## src/rtl/bram_rr_arbiter.sv

```systemverilog
// Round-robin share of one single-port RAM between two requesters, with a bounded burst hold.
// gnt is combinational (0 cycles); reads return RD_LAT cycles after grant; losers hold req.
module bram_rr_arbiter #(
  parameter int AW        = 4,
  parameter int DW        = 16,
  parameter int RD_LAT    = 1,
  parameter int MAX_BURST = 4
) (
  input  logic          clk,
  input  logic          rst,
  input  logic          m0_req,
  input  logic          m0_we,
  input  logic [AW-1:0] m0_addr,
  input  logic [DW-1:0] m0_wdata,
  output logic          m0_gnt,
  output logic          m0_rvalid,
  output logic [DW-1:0] m0_rdata,
  input  logic          m1_req,
  input  logic          m1_we,
  input  logic [AW-1:0] m1_addr,
  input  logic [DW-1:0] m1_wdata,
  output logic          m1_gnt,
  output logic          m1_rvalid,
  output logic [DW-1:0] m1_rdata,
  output logic          ram_we,
  output logic [AW-1:0] ram_addr,
  output logic [DW-1:0] ram_din,
  input  logic [DW-1:0] ram_dout
);

  localparam int CW = $clog2(MAX_BURST + 1);

  typedef enum logic [1:0] {
    OWN_NONE = 2'd0,
    OWN_M0   = 2'd1,
    OWN_M1   = 2'd2
  } owner_e;

  owner_e        owner_q, owner_d;
  logic [CW-1:0] cnt_q, cnt_d;
  logic          last_q, last_d;
  logic          win0, win1;
  logic          burst_open;
  logic          rd_xfer;
  logic [RD_LAT-1:0] tag_vld;
  logic [RD_LAT-1:0] tag_id;

  assign burst_open = (cnt_q < CW'(MAX_BURST));

  // Winner selection and next state; win0/win1 are the ungated grants.
  always_comb begin
    win0    = 1'b0;
    win1    = 1'b0;
    owner_d = owner_q;
    cnt_d   = cnt_q;
    last_d  = last_q;
    case (owner_q)
      OWN_M0: begin
        if (m0_req && (burst_open || !m1_req)) win0 = 1'b1;
        else if (m1_req)                       win1 = 1'b1;
      end
      OWN_M1: begin
        if (m1_req && (burst_open || !m0_req)) win1 = 1'b1;
        else if (m0_req)                       win0 = 1'b1;
      end
      default: begin
        if (m0_req && m1_req) begin
          win0 = last_q;
          win1 = !last_q;
        end else begin
          win0 = m0_req;
          win1 = m1_req;
        end
      end
    endcase

    if (win0 || win1) begin
      last_d = win1;
      if ((win0 && owner_q == OWN_M0) || (win1 && owner_q == OWN_M1)) begin
        if (burst_open) cnt_d = cnt_q + CW'(1);
      end else begin
        owner_d = win1 ? OWN_M1 : OWN_M0;
        cnt_d   = CW'(1);
      end
    end else begin
      owner_d = OWN_NONE;
      cnt_d   = '0;
    end
  end

  always_ff @(posedge clk or negedge rst) begin
    if (!rst) begin
      owner_q <= OWN_NONE;
      cnt_q   <= '0;
      last_q  <= 1'b1;
    end else begin
      owner_q <= owner_d;
      cnt_q   <= cnt_d;
      last_q  <= last_d;
    end
  end

  // Reset gates only the outputs so it never feeds a flop's D input.
  assign m0_gnt   = win0 & rst;
  assign m1_gnt   = win1 & rst;
  assign ram_we   = ((win0 & m0_we) | (win1 & m1_we)) & rst;
  assign ram_addr = win1 ? m1_addr  : m0_addr;
  assign ram_din  = win1 ? m1_wdata : m0_wdata;
  assign rd_xfer  = (win0 & !m0_we) | (win1 & !m1_we);

  // Tag pipeline mirrors the RAM read latency; reset drops in-flight reads.
  always_ff @(posedge clk or negedge rst) begin
    if (!rst) begin
      tag_vld <= '0;
      tag_id  <= '0;
    end else begin
      tag_vld[0] <= rd_xfer;
      tag_id[0]  <= win1;
      for (int i = 1; i < RD_LAT; i++) begin
        tag_vld[i] <= tag_vld[i-1];
        tag_id[i]  <= tag_id[i-1];
      end
    end
  end

  assign m0_rvalid = tag_vld[RD_LAT-1] & !tag_id[RD_LAT-1];
  assign m1_rvalid = tag_vld[RD_LAT-1] &  tag_id[RD_LAT-1];
  assign m0_rdata  = ram_dout;
  assign m1_rdata  = ram_dout;

endmodule

```

## config.mk

```make
export PLATFORM = sky130hd
export DESIGN_NAME = bram_rr_arbiter
export DESIGN_NICKNAME = d
export VERILOG_FILES = /design/src/rtl/bram_rr_arbiter.sv
export SDC_FILE = /design/constraint.sdc
export NUM_CORES = 1
export LEC_CHECK = 0
export ABC_CLOCK_PERIOD_IN_PS = 2500
export CAP_MARGIN = 20
export CORE_ASPECT_RATIO = 0.7
export CORE_MARGIN = 4
export CORE_UTILIZATION = 50
export CTS_BUF_LIST = sky130_fd_sc_hd__clkbuf_4 sky130_fd_sc_hd__clkbuf_8
export CTS_CLUSTER_SIZE = 30
export DETAILED_ROUTE_END_ITERATION = 7
export DONT_BUFFER_PORTS = 1
export GPL_ROUTABILITY_DRIVEN = 0
export PLACE_DENSITY = 0.64
export SYNTH_ARGS = -nofsm -noshare
export SYNTH_HDL_FRONTEND = slang
export SYNTH_SLANG_ARGS = --single-unit
```

## constraint.sdc

```tcl
create_clock -name clk -period 2.5 [get_ports clk]
set_clock_uncertainty 0.1 [all_clocks]
set_input_delay 0.375 -clock clk [delete_from_list [all_inputs] [get_ports clk]]
set_output_delay 0.375 -clock clk [all_outputs]
set_load 0.005 [all_outputs]
```

**Run 1: signal wires by layer**

Only two layers are drawn.
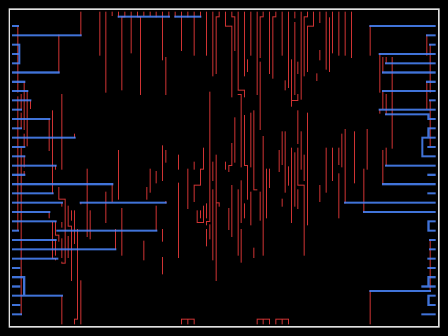
met3: shown in blue, wire length 310 µm. met2: shown in red, wire length 1020 µm.

**Run 1: local utilization**

Bar = 20 µm. 6 x 5 tiles, from dark purple (low) to yellow (high), 0 to 100% covered.
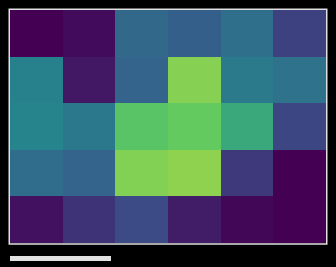
The emptiest ninth of the die: lower right. 13% of the tiles are over 75% full. The mean over all tiles is 33%.
Finished Core Util: 50.8%
floorplan utilization: 54.3%
Core Box Area: 0.00192 mm²

**Run 1: sequential cells grouped by signal name**

Bar = 20 µm.
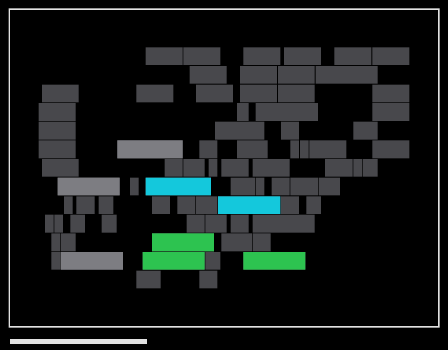
owner_q: shown in cyan, sequential cells 2. cnt_q: shown in green, sequential cells 3.
Another 3 sequential cells are not colored.

**Run 1: routed metal per tile**

13 x 9 tiles, from dark purple (low) to yellow (high), scaled to the fullest tile. Values are wire area over tile area, all layers added.
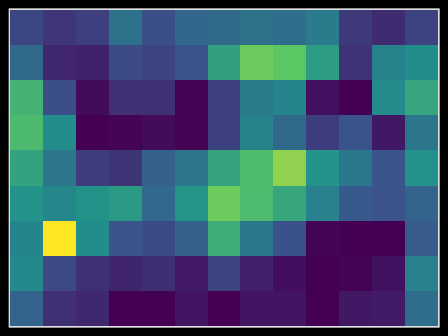
The fullest tile reaches 0.45. The densest ninth of the die: center. 19% of the tiles are over half the peak.

==> results.py, run 1 <==
# Metrics from the implementation run
metrics = {
    "logic_synthesis": {
        "ys_seq_elements": 8,
        "xor_area_share_pct": 0.840,
        "synth.avg_cell_area_um2": 10.1,
        "ys_sh_aoi_pct": 9.24,
        "synthDistinctLibCells": 33,
        "muxShareOfSynthArea_pct": 29.1,
        "synth-area-yosys_mm2": 0.00104,
        "common_cells": "33 x buf_4, 15 x mux2_4, 7 x dfrtp_1",
        "topCombFamilyByArea": "buffers and inverters",
        "fa_ha_area_share_pct": 3.60,
        "top_cell": "buf_4",
        "syn_area_mm2": 0.00104,
        "async_flop_share_pct": 100,
        "synth.largest_area_cell": "buf_4",
        "ys_sh_simple_pct": 8.64,
        "ys_cells": 103,
        "yosysWarnings": 0,
        "ys_seq_share_pct": 19.3,
    },
    "place": {
        "io_buffers": 0,
        "place.detailed.hpwl_um": 1700,
        "place_inst": 92,
        "pre_cts_slack_ps": 149,
        "place_area_um2": 815,
    },
    "clocking": {
        "htreeDepth": 1,
        "root_buffer": "clkbuf_4",
        "cts_buffer_depth": 2,
        "cts_sinks": 8,
        "cts_resized": 5,
        "cts_hold_buf": 1,
        "clock.latency.late_pin_ps": 260,
        "post-cts-setup-buffers": 1,
    },
    "global_routing": {
        "grt_pass1_vias": 586,
        "overflow": 0,
        "gr-usage-met2_pct": 19.1,
        "grt_use_met1_pct": 14.2,
        "grt_first_pass_wirelength_um": 2930,
        "top_usage_layer": "met2",
        "grt_max_degree": 16,
        "grtUsageMet3_pct": 9.76,
    },
    "worst_setup_path": {
        "path_cells": "inv_2 > ha_4 > nand3_2 > nand2_2 > or3_4 > clkbuf_16 > mux2_4",
        "endpoint": "ram_din[4]",
        "cpPeakStageDelay_ps": 440,
        "worstSetupStartpoint": "owner_q[0]",
        "timing.critical_path.buf_inv": 2,
        "reg2reg_from": "owner_q[0]",
        "cp_max_fo": 7,
        "cp-end-kind": "primary output",
        "cp_data_arrival_time_ps": 2050,
        "reg2reg_depth": 6,
        "r2r_setup_slack_ps": 430,
        "crit_type": "flip-flop to primary output",
        "r2r_end": "cnt_q[1]",
    },
    "final_timing": {
        "final.period_utilization_pct": 101,
        "hold_viol_final": 0,
        "fmax_mhz": 397,
        "tightest_slew_ps": 371,
        "setup_viol": 13,
        "setup_tns_ps": -134,
        "slew_violations": 0,
        "hold_ws_ps": 108,
        "setup_ws_ps": -21.1,
    },
    "power_and_ir_drop": {
        "power.group.top": "combinational cells",
        "seq_cell_power_uw": 242,
        "power_frac_comb_pct": 70.2,
        "fin_total_pwr_uw": 1210,
        "intPower_uw": 757,
        "clockPowerShare_pct": 9.8,
        "power_frac_seq_pct": 20.0,
    },
    "cells_and_area": {
        "inv_count": 4,
        "comb_area_share_pct": 62.3,
        "final_nets": 144,
        "reg.largest.list": "cnt_q (3), owner_q (2)",
        "syn2layout_area_growth_pct": -6.48,
        "finish.instance_area_um2": 975,
        "seq_share_pct": 20.8,
        "drive_above_1_share_pct": 53.8,
        "fill_cells": 170,
        "nNonClkBuffers": 7,
        "nClkBuffers": 4,
        "regMostFlops": "cnt_q",
        "flops": 8,
        "num_antenna_cells": 0,
        "buffer_area_share_pct": 9.50,
        "final_layout_top_logic_cell": "mux2_4",
        "clk_share_pct": 3.08,
        "regArea_um2": 203,
    },
    "min_path": {
        "hold_depth": 1,
        "holdPathEnd": "tag_vld",
        "min_path_type": "primary input to flip-flop",
    },
    "die": {
        "chip_area_mm2": 0.00289,
        "fp.dieH_um": 46.2,
        "rows": 13,
        "die_x_um": 62.6,
        "io_pins": 119,
        "nWellTaps": 22,
    },
    "drt": {
        "wl_per_cell_um": 22.1,
        "first_pass_iters": 4,
        "via_per_inst": 6.36,
        "wirelength_um": 2210,
        "wl_met1_um": 854,
        "dr_wl_met2_um": 1020,
        "vias": 636,
    },
    "run_status": {
        "status": "finished with violations",
        "violations": "negative setup slack",
    },
    "job": {
        "tool_warnings": 29,
        "maxCapViolations": 0,
    },
}
==> run 2: changes to the inputs <==
==> config.mk (replaced) <==
export PLATFORM = sky130hd
export DESIGN_NAME = bram_rr_arbiter
export DESIGN_NICKNAME = d
export VERILOG_FILES = /design/src/rtl/bram_rr_arbiter.sv
export SDC_FILE = /design/constraint.sdc
export NUM_CORES = 1
export LEC_CHECK = 0
export ABC_CLOCK_PERIOD_IN_PS = 2710
export CAP_MARGIN = 20
export CORE_ASPECT_RATIO = 0.7
export CORE_MARGIN = 4
export CORE_UTILIZATION = 28
export CTS_BUF_LIST = sky130_fd_sc_hd__clkbuf_4 sky130_fd_sc_hd__clkbuf_8
export CTS_CLUSTER_SIZE = 30
export DETAILED_ROUTE_END_ITERATION = 7
export GPL_ROUTABILITY_DRIVEN = 0
export PLACE_DENSITY = 0.94
export SYNTH_ARGS = -nofsm -noshare
export SYNTH_HDL_FRONTEND = slang
export SYNTH_SLANG_ARGS = --single-unit
==> constraint.sdc (replaced) <==
create_clock -name clk -period 2.71 [get_ports clk]
set_clock_uncertainty 0.1 [all_clocks]
set_input_delay 0.4065 -clock clk [delete_from_list [all_inputs] [get_ports clk]]
set_output_delay 0.4065 -clock clk [all_outputs]
set_load 0.005 [all_outputs]
**Run 2: routed metal per tile**

16 x 12 tiles, from dark purple (low) to yellow (high), scaled to the fullest tile. Values are wire area over tile area, all layers added.
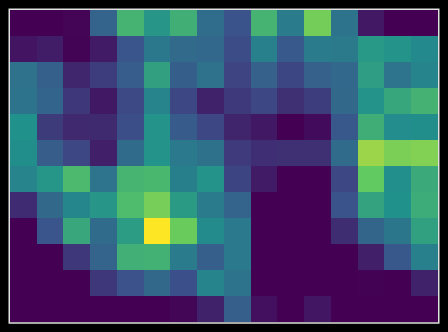
GRT Util Overall: 13.0%
final WL: 3220 µm
via count: 981
routed len/inst: 14.6 µm

==> run 2 against run 1 <==
The run still ends with negative setup slack left. Combinational power increased by 65%. Critical path depth rose by 2. Core utilization up 3.3 points. Sequential power down about 10%. Clock-buffer cell count unchanged. Setup slack worse by 63 ps. Clock power up 35%. Design area grew 98%. Via count rose by 54%. First-iteration DRC count fell by 38%. Largest power group unchanged.
==> results.py, run 2 <==
# Metrics from the implementation run
metrics = {
    "logic_synthesis": {
        "synth.avg_cell_area_um2": 10.1,
        "ys_seq_share_pct": 19.3,
        "muxShareOfSynthArea_pct": 29.1,
        "ys_sh_simple_pct": 8.64,
        "fa_ha_area_share_pct": 3.60,
        "common_cells": "33 x buf_4, 15 x mux2_4, 7 x dfrtp_1",
        "yosys_most_used_dff": "dfrtp_1",
        "synth-area-yosys_mm2": 0.00104,
        "fp_nets": 168,
        "synthDistinctLibCells": 33,
        "top_cell": "buf_4",
        "topCombFamilyByArea": "buffers and inverters",
        "yosysWarnings": 0,
        "top_area_share_pct": 23.8,
        "synth.largest_area_cell": "buf_4",
        "syn_area_mm2": 0.00104,
        "ys_cells": 103,
        "xor_area_share_pct": 0.840,
        "ys_sh_aoi_pct": 9.24,
        "ys_seq_elements": 8,
        "async_flop_share_pct": 100,
    },
    "power_and_ir_drop": {
        "power_density_mw_per_mm2": 930,
        "power_switching_uw": 574,
        "clockPowerShare_pct": 9.0,
        "cellLeakagePower_uw": 0.000892,
        "power_frac_comb_pct": 78.9,
        "power.group.top": "combinational cells",
        "swShare_pct": 32.0,
        "seq_cell_power_uw": 217,
        "fin_total_pwr_uw": 1790,
        "clk-power_uw": 161,
        "power_frac_seq_pct": 12.1,
        "intPower_uw": 1220,
        "combinationalPower_uw": 1410,
        "ir_drop_uv": 527,
    },
    "cells_and_area": {
        "final_layout_top_logic_cell": "clkdlybuf4s50_1",
        "fill_cells": 335,
        "logic_gates": 55,
        "flops": 8,
        "drive_above_1_share_pct": 48.2,
        "mi_logic_area_um2": 612,
        "buffer_area_share_pct": 51.2,
        "lay_top_cells": "47 x clkdlybuf4s50_1, 16 x mux2_4, 16 x buf_6, 16 x buf_4, 7 x dfrtp_1",
        "finish.instance_area_mm2": 0.00193,
        "clk_share_pct": 2.53,
        "dominant_cells": "non-clock buffers",
        "regArea_um2": 201,
        "largest_reg_flops": 3,
        "fin_util_pct": 54.1,
        "nClkBuffers": 4,
        "seq_share_pct": 10.5,
        "nNonClkBuffers": 99,
        "syn2layout_area_growth_pct": 84.8,
        "num_antenna_cells": 0,
        "reg.largest.list": "cnt_q (3), owner_q (2)",
        "instances_no_fill": 220,
        "comb_area_share_pct": 31.8,
        "regMostFlops": "cnt_q",
        "final_nets": 236,
        "inv_count": 4,
    },
    "final_timing": {
        "slew_violations": 0,
        "rsz0062_at_grt": "true",
        "fmax_mhz": 358,
        "final.period_utilization_pct": 103,
        "setup_ws_ps": -83.6,
        "period_needed_ps": 2790,
        "maxSlewHeadroom_pct": 78.8,
        "hold_viol_final": 0,
        "setup_tns_ps": -470,
        "hold_ws_ps": 313,
        "tightest_slew_ps": 317,
        "setup_viol": 7,
    },
    "worst_setup_path": {
        "cp-start-kind": "flip-flop",
        "r2r_end": "owner_q[1]",
        "cp-end-kind": "primary output",
        "path_cells": "ha_4 > buf_6 > nor3b_2 > or3_4 > buf_6 > buf_16 > buf_12 > mux2_4 > buf_6",
        "cp_max_fo": 5,
        "required_ps": 2200,
        "r2r_setup_slack_ps": 490,
        "reg2reg_depth": 11,
        "timing.critical_path.buf_inv": 5,
        "cp_top_family": "buffers and inverters",
        "worstSetupStartpoint": "owner_q[1]",
        "cp.depth": 9,
        "cpPeakStageDelay_ps": 410,
        "reg2reg_from": "owner_q[0]",
        "endpoint": "ram_din[6]",
        "crit_top_cell": "buf_6",
        "crit_type": "flip-flop to primary output",
        "cp_data_arrival_time_ps": 2290,
    },
    "die": {
        "fp.dieH_um": 59.0,
        "die_x_um": 80.9,
        "initCoreUtil_pct": 29.3,
        "rows": 18,
        "placeableCoreArea_mm2": 0.00356,
        "io_pins": 119,
        "chip_area_mm2": 0.00478,
        "nWellTaps": 50,
    },
    "global_routing": {
        "grtUsageMet3_pct": 5.62,
        "antenna_found_initial": 0,
        "grt_max_degree": 8,
        "grt_first_pass_wirelength_um": 4850,
        "top_usage_layer": "met2",
        "gr-usage-met2_pct": 22.3,
        "overflow": 0,
        "grt_use_met1_pct": 15.0,
        "grt_pass1_vias": 1086,
    },
    "place": {
        "pre_cts_slack_ps": -161,
        "place_area_mm2": 0.00161,
        "place_inst": 198,
        "place.detailed.hpwl_um": 2190,
        "io_buffers": 70,
    },
    "drt": {
        "dr_wl_met3_um": 398,
        "drt_iter0_markers": 5,
        "dr_wl_met2_um": 1580,
        "drc_errors": 0,
        "wl_met1_um": 1210,
        "via_per_inst": 4.46,
        "first_pass_iters": 4,
        "topRoutingLayerUsed": "met4",
    },
    "job": {
        "maxCapViolations": 0,
        "tool_warnings": 29,
    },
    "run_status": {
        "violations": "negative setup slack",
        "status": "finished with violations",
    },
    "clocking": {
        "cts_sinks": 8,
        "cts_resized": 80,
        "htreeDepth": 1,
        "post-cts-setup-buffers": 16,
        "root_buffer": "clkbuf_8",
        "cts.clk_slew.worst_paths_ps": 40,
        "clock.latency.late_pin_ps": 230,
        "cts_hold_buf": 0,
        "cts_buffer_depth": 2,
        "cts_tree": "done",
        "cts_buffers": 3,
    },
    "min_path": {
        "min_path_type": "primary input to async pin",
    },
}
No activity file was given, so power comes from the tool's default toggle rates.
